$ cat src/rtl/wb_port_arbiter_pkg.sv
// ----------------------------------------------------------------------------
// wb_port_arbiter_pkg
// Shared definitions for the register-file write-port arbiter:
//   - default data / register-address widths
//   - grant encoding used by the arbitration logic
// ----------------------------------------------------------------------------
package wb_port_arbiter_pkg;

    localparam int unsigned XLEN_DEF = 32;
    localparam int unsigned RA_W_DEF = 5;

    typedef enum logic [1:0] {
        GNT_NONE = 2'b00,
        GNT_PIPE = 2'b01,
        GNT_MC   = 2'b10
    } grant_e;

endpackage

$ cat src/rtl/wb_port_arbiter_sync_fifo.sv
// ----------------------------------------------------------------------------
// wb_sync_fifo
// Small synchronous FIFO buffering multi-cycle unit results.
//   clk, rst   : clock, asynchronous active-high reset (empties the FIFO)
//   i_push     : write request, ignored while full (no write-through)
//   i_pop      : read request, ignored while empty
//   i_wdata    : write data
//   o_rdata    : head entry (valid while !o_empty)
//   o_full     : FIFO holds DEPTH entries
//   o_empty    : FIFO holds no entries
//   o_count    : current occupancy
// DEPTH must be a power of two, >= 2.
// ----------------------------------------------------------------------------
module wb_sync_fifo #(
    parameter int unsigned DEPTH = 2,
    parameter int unsigned WIDTH = 8
) (
    input  logic                     clk,
    input  logic                     rst,
    input  logic                     i_push,
    input  logic                     i_pop,
    input  logic [WIDTH-1:0]         i_wdata,
    output logic [WIDTH-1:0]         o_rdata,
    output logic                     o_full,
    output logic                     o_empty,
    output logic [$clog2(DEPTH):0]   o_count
);

    localparam int unsigned AW = $clog2(DEPTH);
    localparam int unsigned CW = AW + 1;

    logic [WIDTH-1:0] r_mem [DEPTH];
    logic [AW-1:0]    r_wptr;
    logic [AW-1:0]    r_rptr;
    logic [CW-1:0]    r_count;

    logic w_push;
    logic w_pop;

    assign o_full  = (r_count == CW'(DEPTH));
    assign o_empty = (r_count == '0);
    assign o_count = r_count;
    assign o_rdata = r_mem[r_rptr];

    // Push is qualified by full only; a same-cycle pop does not free a slot.
    assign w_push = i_push && !o_full;
    assign w_pop  = i_pop  && !o_empty;

    always_ff @(posedge clk or posedge rst) begin
        if (rst) begin
            r_wptr  <= '0;
            r_rptr  <= '0;
            r_count <= '0;
        end else begin
            if (w_push) begin
                r_wptr <= r_wptr + AW'(1);
            end
            if (w_pop) begin
                r_rptr <= r_rptr + AW'(1);
            end
            case ({w_push, w_pop})
                2'b10:   r_count <= r_count + CW'(1);
                2'b01:   r_count <= r_count - CW'(1);
                default: r_count <= r_count;
            endcase
        end
    end

    // Storage needs no reset: contents are only observed behind r_count.
    always_ff @(posedge clk) begin
        if (w_push) begin
            r_mem[r_wptr] <= i_wdata;
        end
    end

endmodule

$ cat src/rtl/wb_port_arbiter.sv
// ----------------------------------------------------------------------------
// wb_port_arbiter
// Shares the single register-file write port between the in-order pipeline
// writeback and a buffered multi-cycle (mul/div) result stream. The pipeline
// has priority; a starvation counter forces the FIFO head after the FIFO has
// lost STARVE_LIMIT consecutive arbitrations.
//   clk, rst                         : clock, asynchronous active-high reset
//   pipe_wb_valid/_rd/_data          : pipeline writeback request
//   pipe_stall                       : pipeline request not granted this cycle
//   mc_valid/mc_rd/mc_data, mc_ready : multi-cycle result push handshake
//   rf_we/rf_waddr/rf_wdata          : registered register-file write port
//   mc_pending, mc_count             : FIFO non-empty / occupancy
// Writes to rd==0 are granted and consumed but never drive rf_we.
// ----------------------------------------------------------------------------
module wb_port_arbiter
    import wb_port_arbiter_pkg::*;
#(
    parameter int unsigned XLEN         = XLEN_DEF,
    parameter int unsigned RA_W         = RA_W_DEF,
    parameter int unsigned MC_DEPTH     = 2,
    parameter int unsigned STARVE_LIMIT = 4
) (
    input  logic                        clk,
    input  logic                        rst,
    input  logic                        pipe_wb_valid,
    input  logic [RA_W-1:0]             pipe_wb_rd,
    input  logic [XLEN-1:0]             pipe_wb_data,
    output logic                        pipe_stall,
    input  logic                        mc_valid,
    output logic                        mc_ready,
    input  logic [RA_W-1:0]             mc_rd,
    input  logic [XLEN-1:0]             mc_data,
    output logic                        rf_we,
    output logic [RA_W-1:0]             rf_waddr,
    output logic [XLEN-1:0]             rf_wdata,
    output logic                        mc_pending,
    output logic [$clog2(MC_DEPTH):0]   mc_count
);

    localparam int unsigned SW = $clog2(STARVE_LIMIT + 1);
    localparam int unsigned EW = RA_W + XLEN;

    logic [EW-1:0]   w_head;
    logic [RA_W-1:0] w_head_rd;
    logic [XLEN-1:0] w_head_data;
    logic            w_full;
    logic            w_empty;
    logic            w_force;
    grant_e          w_grant;
    logic [RA_W-1:0] w_sel_rd;
    logic [XLEN-1:0] w_sel_data;

    logic [SW-1:0]   r_starve;

    wb_sync_fifo #(
        .DEPTH (MC_DEPTH),
        .WIDTH (EW)
    ) u_mc_fifo (
        .clk     (clk),
        .rst     (rst),
        .i_push  (mc_valid),
        .i_pop   (w_grant == GNT_MC),
        .i_wdata ({mc_rd, mc_data}),
        .o_rdata (w_head),
        .o_full  (w_full),
        .o_empty (w_empty),
        .o_count (mc_count)
    );

    assign w_head_rd   = w_head[EW-1:XLEN];
    assign w_head_data = w_head[XLEN-1:0];

    assign mc_ready   = !w_full;
    assign mc_pending = !w_empty;

    assign w_force    = !w_empty && (r_starve == SW'(STARVE_LIMIT));
    assign pipe_stall = w_force && pipe_wb_valid;

    always_comb begin
        w_grant = GNT_NONE;
        if (w_force) begin
            w_grant = GNT_MC;
        end else if (pipe_wb_valid) begin
            w_grant = GNT_PIPE;
        end else if (!w_empty) begin
            w_grant = GNT_MC;
        end
    end

    always_comb begin
        w_sel_rd   = pipe_wb_rd;
        w_sel_data = pipe_wb_data;
        if (w_grant == GNT_MC) begin
            w_sel_rd   = w_head_rd;
            w_sel_data = w_head_data;
        end
    end

    always_ff @(posedge clk or posedge rst) begin
        if (rst) begin
            r_starve <= '0;
            rf_we    <= 1'b0;
            rf_waddr <= '0;
            rf_wdata <= '0;
        end else begin
            // Counter only advances while the FIFO waits behind the pipeline.
            if (w_empty || w_grant == GNT_MC) begin
                r_starve <= '0;
            end else if (w_grant == GNT_PIPE && r_starve != SW'(STARVE_LIMIT)) begin
                r_starve <= r_starve + SW'(1);
            end

            rf_we <= 1'b0;
            if (w_grant != GNT_NONE && w_sel_rd != '0) begin
                rf_we    <= 1'b1;
                rf_waddr <= w_sel_rd;
                rf_wdata <= w_sel_data;
            end
        end
    end

endmodule
$ cat config.mk
export PLATFORM = sky130hd
export DESIGN_NAME = wb_port_arbiter
export DESIGN_NICKNAME = d
export VERILOG_FILES = /design/src/rtl/wb_port_arbiter_pkg.sv /design/src/rtl/wb_port_arbiter_sync_fifo.sv /design/src/rtl/wb_port_arbiter.sv
export SDC_FILE = /design/constraint.sdc
export NUM_CORES = 1
export LEC_CHECK = 0
export ABC_CLOCK_PERIOD_IN_PS = 3600
export CORE_MARGIN = 5
export CORE_UTILIZATION = 45
export CTS_BUF_LIST = sky130_fd_sc_hd__clkbuf_4 sky130_fd_sc_hd__clkbuf_8
export DETAILED_ROUTE_END_ITERATION = 8
export PLACE_DENSITY = 0.72
export SLEW_MARGIN = 10
export SYNTH_ARGS = -nofsm -noshare
export SYNTH_HDL_FRONTEND = slang
export SYNTH_SLANG_ARGS = --single-unit
$ cat constraint.sdc
create_clock -name clk -period 3.6 [get_ports clk]
set_input_delay 0.72 -clock clk [delete_from_list [all_inputs] [get_ports clk]]
set_output_delay 0.72 -clock clk [all_outputs]
set_load 0.01 [all_outputs]
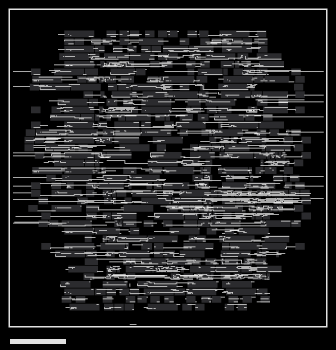
met1.png
Scale bar: 20 um. Cells faint in the background.
share of all routed wire: 42%
main direction: horizontal
wire length on this layer: 4540 um
nets with wire on the layer: 472
longest straight run: 33.1 um

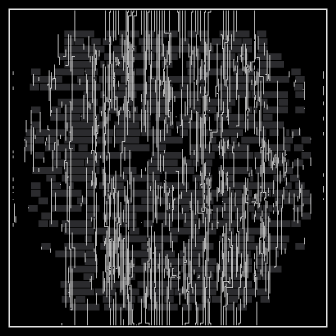
met2.png
Cells faint in the background.
main direction: vertical
share of all routed wire: 52%
nets with wire on the layer: 457
wire length on this layer: 5670 um
longest straight run: 59.7 um
vias after detailed routing: 3139
wire length after detailed routing: 10.9 mm
met2 track demand over resource in global routing: 29.7%

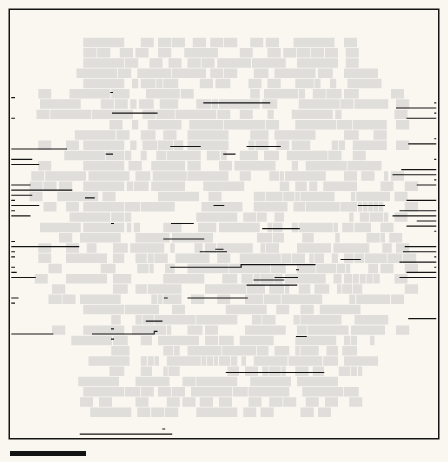
met3.png
Scale bar: 20 um. Cells faint in the background.
share of all routed wire: 4.7%
main direction: horizontal
longest straight run: 25.8 um
wire length on this layer: 511 um
global-route track usage on met3: 4.49%

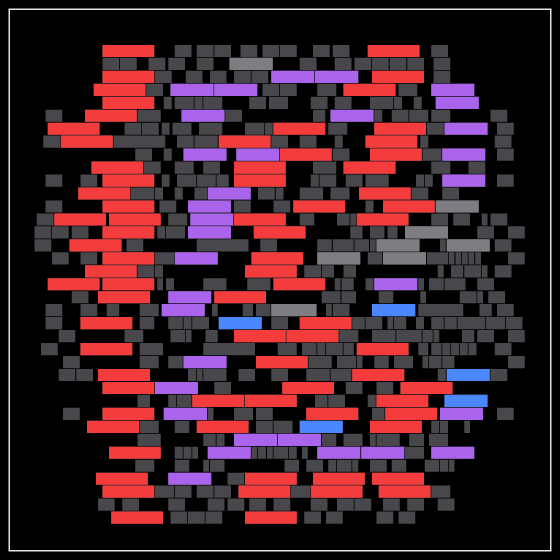
registers.png
Other sequential cells in the stronger grey, the rest of the logic in the fainter grey.
legend:
  blue:
    signal: rf_waddr
    placed_flops: 5
  red:
    signal: u_mc_fifo.r_mem
    placed_flops: 74
  purple:
    signal: rf_wdata
    placed_flops: 32
not coloured: 8
sequential portion of the cell area: 50.8%
Seq group: 2.09 mW
Finished Core Util: 63.6%
FF/Latch Area: 3350 um2

==> run notes <==
Summary of the current implementation state.

- The synthesized netlist handed to floorplanning was reported with a cell count of between 300 and 400.
- The floorplan step defined a core boundary enclosing roughly 10000 um2.
- The critical path capture point type is an output port, for reference.
- The pre-CTS setup slack is 0.758 ns, for reference.
- The register with the most flip-flops is u_mc_fifo.r_mem, for reference.
- Summed over all routing layers, the global router reports a total usage of around 18%.
- The cell-mix breakdown from Yosys lists the adder-cell area share as less than 1%.
- The worst slew margin relative to its limit is a little over a third, for reference.
- In this run the remaining antenna-violating nets after routing total 0.
- The share of synthesized area spent on multiplexers is about 9.1%, for reference.
- Entering global routing, the biggest net connects 46 pins.
- Buffers placed on the I/O ports in this run total ~120.
- After synthesis, the share of flip-flops with an asynchronous set or reset is between 30 and 40%.
- The slew at the pin closest to its max-slew limit is roughly 0.95 ns, for reference.
- The worst path arrival time is between 2 and 2.5 ns, for reference.
- The simple-gate portion of the synthesized area is around 5.0%, for reference.
- The number of hold buffers added after cts is 0, for reference.
- The dominant register cell is sky130_fd_sc_hd__edfxtp_1, for reference.
- The count of yosys warnings during synthesis is 0, for reference.
- After clock tree synthesis, the repair step resized 0 gates.
- The top-level I/O count is between 100 and 150, for reference.
- Summed over all failing endpoints, the final setup total negative slack is 0 ns.
- The final weighted congestion of routability-driven global placement is about 0.80, for reference.
- Per the final report, max-transition violations number 0.
- The cell that appears most often on the critical path is sky130_fd_sc_hd__nor2_1.
- The register with the most flip-flops in the layout has approximately 74 of them.
- The count of library flops with an enable pin is between 70 and 80, for reference.
- The register share after synthesis is 69.7%, for reference.
- The overall die height is 113 um, for reference.
- In this run, CTS created clock tree buffers numbering 17.
- The clock tree from TritonCTS is yes, for reference.
- The synthesized netlist has a Yosys-reported chip area of slightly below 5000 um2.
- The number of detailed-routing iterations run before antenna repair is 4, for reference.
- Per the STA report, the cell with the highest stage delay on the worst path is sky130_fd_sc_hd__clkdlybuf4s50_1.
- The number of antenna violations at the first check in global routing is 0, for reference.
- In the routed design, unresolved DRC markers number 0.
- The launching element type of the critical path is a flip-flop, for reference.
- The first global-routing pass estimated between 15 and 20 mm of wire.
- The number of nets at the end of the flow is roughly 530, for reference.
- Per STA, the highest per-stage delay on the worst path measures around 0.48 ns.
- The total overflow reported by the global router is 0, for reference.
- The number of failing hold endpoints at the final stage is 0, for reference.
- The x dimension of the die is 113 um, for reference.
- The start-to-end type of the worst setup path is reg2out, for reference.
- The final report lists the setup-violating endpoint count as 0.
- The netlist area before placement is between 4000 and 5000 um2, for reference.
- The post-detailed-placement half-perimeter wirelength is approximately 7.6 mm, for reference.
- The clock tree has to reach 119 sinks.
- The layout report lists the multi-input gate area as 1310 um2.
- Before placement the cells fill a little under half of the core.
- Counting every net in the synthesized netlist gives 397.
- As reported, the later end of the worst-skew pair has a clock insertion delay of ~0.42 ns.
- The most common logic cells in the final layout are 120 x sky130_fd_sc_hd__clkdlybuf4s50_1, 74 x sky130_fd_sc_hd__edfxtp_1, 44 x sky130_fd_sc_hd__dfrtp_1.
- The largest registers in the layout are u_mc_fifo.r_mem x74, rf_wdata x32, rf_waddr x5.
- The via density per instance is ~5.3, for reference.
- The number of placement rows is 37, for reference.
- The critical path endpoint has a required time of about 2.9 ns.
- The share of cells above drive strength 1 is between 10% and 20%, for reference.
- The post-synth register bit count is about 120.
- The most used logic cell in the final layout is sky130_fd_sc_hd__clkdlybuf4s50_1, for reference.
- The number of distinct library cells after synthesis is 39, for reference.
- The slack of the critical path is 0.672 ns, for reference.
- For reference, the post-synthesis area per instance comes to ~15 um2.
- The tree is rooted in a sky130_fd_sc_hd__clkbuf_8.
- The die covers 12800 um2.
- The via count of the first global-routing pass is between 3000 and 4000.
- On the reported timing paths, the clock transition at the registers reads roughly 0.070 ns.
- The tally of max-capacitance violations is 0, for reference.
- Grouping stages by cell kind, the critical path spends the most delay in simple AND/OR/NAND/NOR gates.
- The timing-limited maximum frequency is between 300 and 400 MHz, for reference.
- The worst hold-check path type is reg2reg, for reference.
- The smallest clock period supported by the final layout is computed as a little under 3 ns.
- The dominant combinational cell family by area after synthesis is AND-OR/OR-AND gates, for reference.
- The timing report notes that buffer and inverter cells on the critical path total 2.
- Post-CTS timing repair inserted 0 buffers for setup.
- The largest fanout on the critical path is 8, for reference.
- Of the total synthesized cell area, the portion taken by XOR and XNOR cells is less than 1%.
- The area fraction in compound gates is between 10% and 20%, for reference.
- The largest buffer count on any clock path is 2, for reference.
- The violation tally recorded at the end of detailed-routing iteration 0 is ~130.
- Setup repair after global routing left no endpoint under its margin.
- In this run the static leakage power is approximately 2.5 nW.
- The final setup skew is ~0.009 ns, for reference.
- Warnings raised by the tools during the run amount to 27.
- Per STA, the worst path is made up of nor2_1 > inv_1 > nand2_1 > nor2_1 > clkdlybuf4s50_1.
- The fill cell instance count of the final layout is 796, for reference.
- The number of diodes is 0, for reference.
- Dividing the detail-routed wire length by the instance count gives between 15 and 20 um.
- The script computed a power per unit cell area of around 750 nW/um2.
- The clock tree synthesis step divided the H-tree into 4 levels.
- The maximum vdd ir drop is ~0.31 mV, for reference.
- The flow ran to the end, and the final reports show no timing, DRC or antenna violations.
- The count of instantiated cells in the yosys netlist is approximately 320, for reference.
- Compared with the post-synthesis result, the final layout area differs by 37.3%.
- The final clock period utilization by the worst path is about four fifths, for reference.
==> logic make-up (layout without fill, tap and decap cells) <==
group                    count (synthesis)  in the layout
AND-OR/OR-AND                           63             63
XOR/XNOR                                 5              5
adder cells (fa/ha/maj)                  3              3
buffers and inverters                   39            182
flip-flops                             119            119
multiplexers                            41             41
AND/OR/NAND/NOR                         46             46
==> final timing paths <==
path	start	end	slack [ns]	cells past startpoint
setup reg to reg	u_mc_fifo.o_count[0]	rf_wdata[21]	1.34	5
hold / removal	r_starve[0]	r_starve[0]	0.48	1
min in group asynchronous	rst	r_starve[1]	0.85	2
max in group asynchronous	rst	u_mc_fifo.r_rptr	2.10	2
setup / recovery	u_mc_fifo.o_count[0]	pipe_stall	0.67	5
hold reg to reg	r_starve[0]	r_starve[0]	0.48	1
==> area by class of cell <==
class | instances | share of cell area [%]
Tap cell | 136 | 2.58
Multi-Input combinational cell | 158 | 19.9
Sequential cell | 119 | 50.8
Clock inverter | 15 | 2.75
Clock buffer | 17 | 3.55
Timing Repair Buffer | 129 | 19.2
Inverter | 21 | 1.23
==> power breakdown <==
part	total (mW)	switching (mW)	internal (mW)	leakage (nW)
sequential	2.09	0.204	1.89	1.21
combinational	1.60	0.764	0.838	1.08
clock	1.22	0.538	0.685	0.194
total	4.92	1.51	3.41	2.48
==> cell usage after synthesis (2+ instances only) <==
cell type                  number  area (um2)
sky130_fd_sc_hd__o32ai_1       13         114
sky130_fd_sc_hd__inv_1         19        71.3
sky130_fd_sc_hd__buf_2         11        55.1
sky130_fd_sc_hd__o221a_1       10         113
sky130_fd_sc_hd__nor2_1        10        37.5
sky130_fd_sc_hd__and3_1         2        12.5
sky130_fd_sc_hd__dfrtp_1       45        1130
sky130_fd_sc_hd__clkbuf_1       6        22.5
sky130_fd_sc_hd__a21oi_1       17        85.1
sky130_fd_sc_hd__or2_2          2        12.5
sky130_fd_sc_hd__o21ai_0        2        10.0
sky130_fd_sc_hd__o221a_2        8        90.1
sky130_fd_sc_hd__mux2i_1       22         220
sky130_fd_sc_hd__edfxtp_1      74        2220
sky130_fd_sc_hd__o211ai_1       5        37.5
sky130_fd_sc_hd__nand2_1        5        18.8
sky130_fd_sc_hd__mux2_2        18         203
sky130_fd_sc_hd__nand3_1       20         100
sky130_fd_sc_hd__xnor2_1        4        35.0
sky130_fd_sc_hd__ha_1           3        37.5
sky130_fd_sc_hd__a21o_1         2        15.0
==> stage by stage <==
step | instances | power, mW | utilization (%) | area, um2 | hold slack [ns]
floorplan | 316 | 2.98 | - | 4800 | 0.438
global placement | 563 | 3.69 | 59.6 | 6180 | 0.453
detailed placement | 563 | 3.74 | 59.6 | 6180 | 0.474
CTS | 595 | 4.97 | 63.6 | 6600 | 0.484
global route | 595 | 5.20 | 63.6 | 6600 | 0.489
finish | 595 | 4.92 | 63.6 | 6600 | 0.480
==> worst register-to-register path, delay by kind of cell, from the launching register on <==
family	cells	cell delay (ns)
AND-OR/OR-AND	2	0.60
AND/OR/NAND/NOR	1	0.47
buffers and inverters	1	0.22
flip-flops	1	0.45
multiplexers	1	0.45
==> metal layers <==
layer	global-route usage [%]	wire length [um]
met4	6.89	159
met3	4.49	511
met5	0	0
met1	22.2	4540
met2	29.7	5670
Power is estimated from default activity; no workload was simulated.
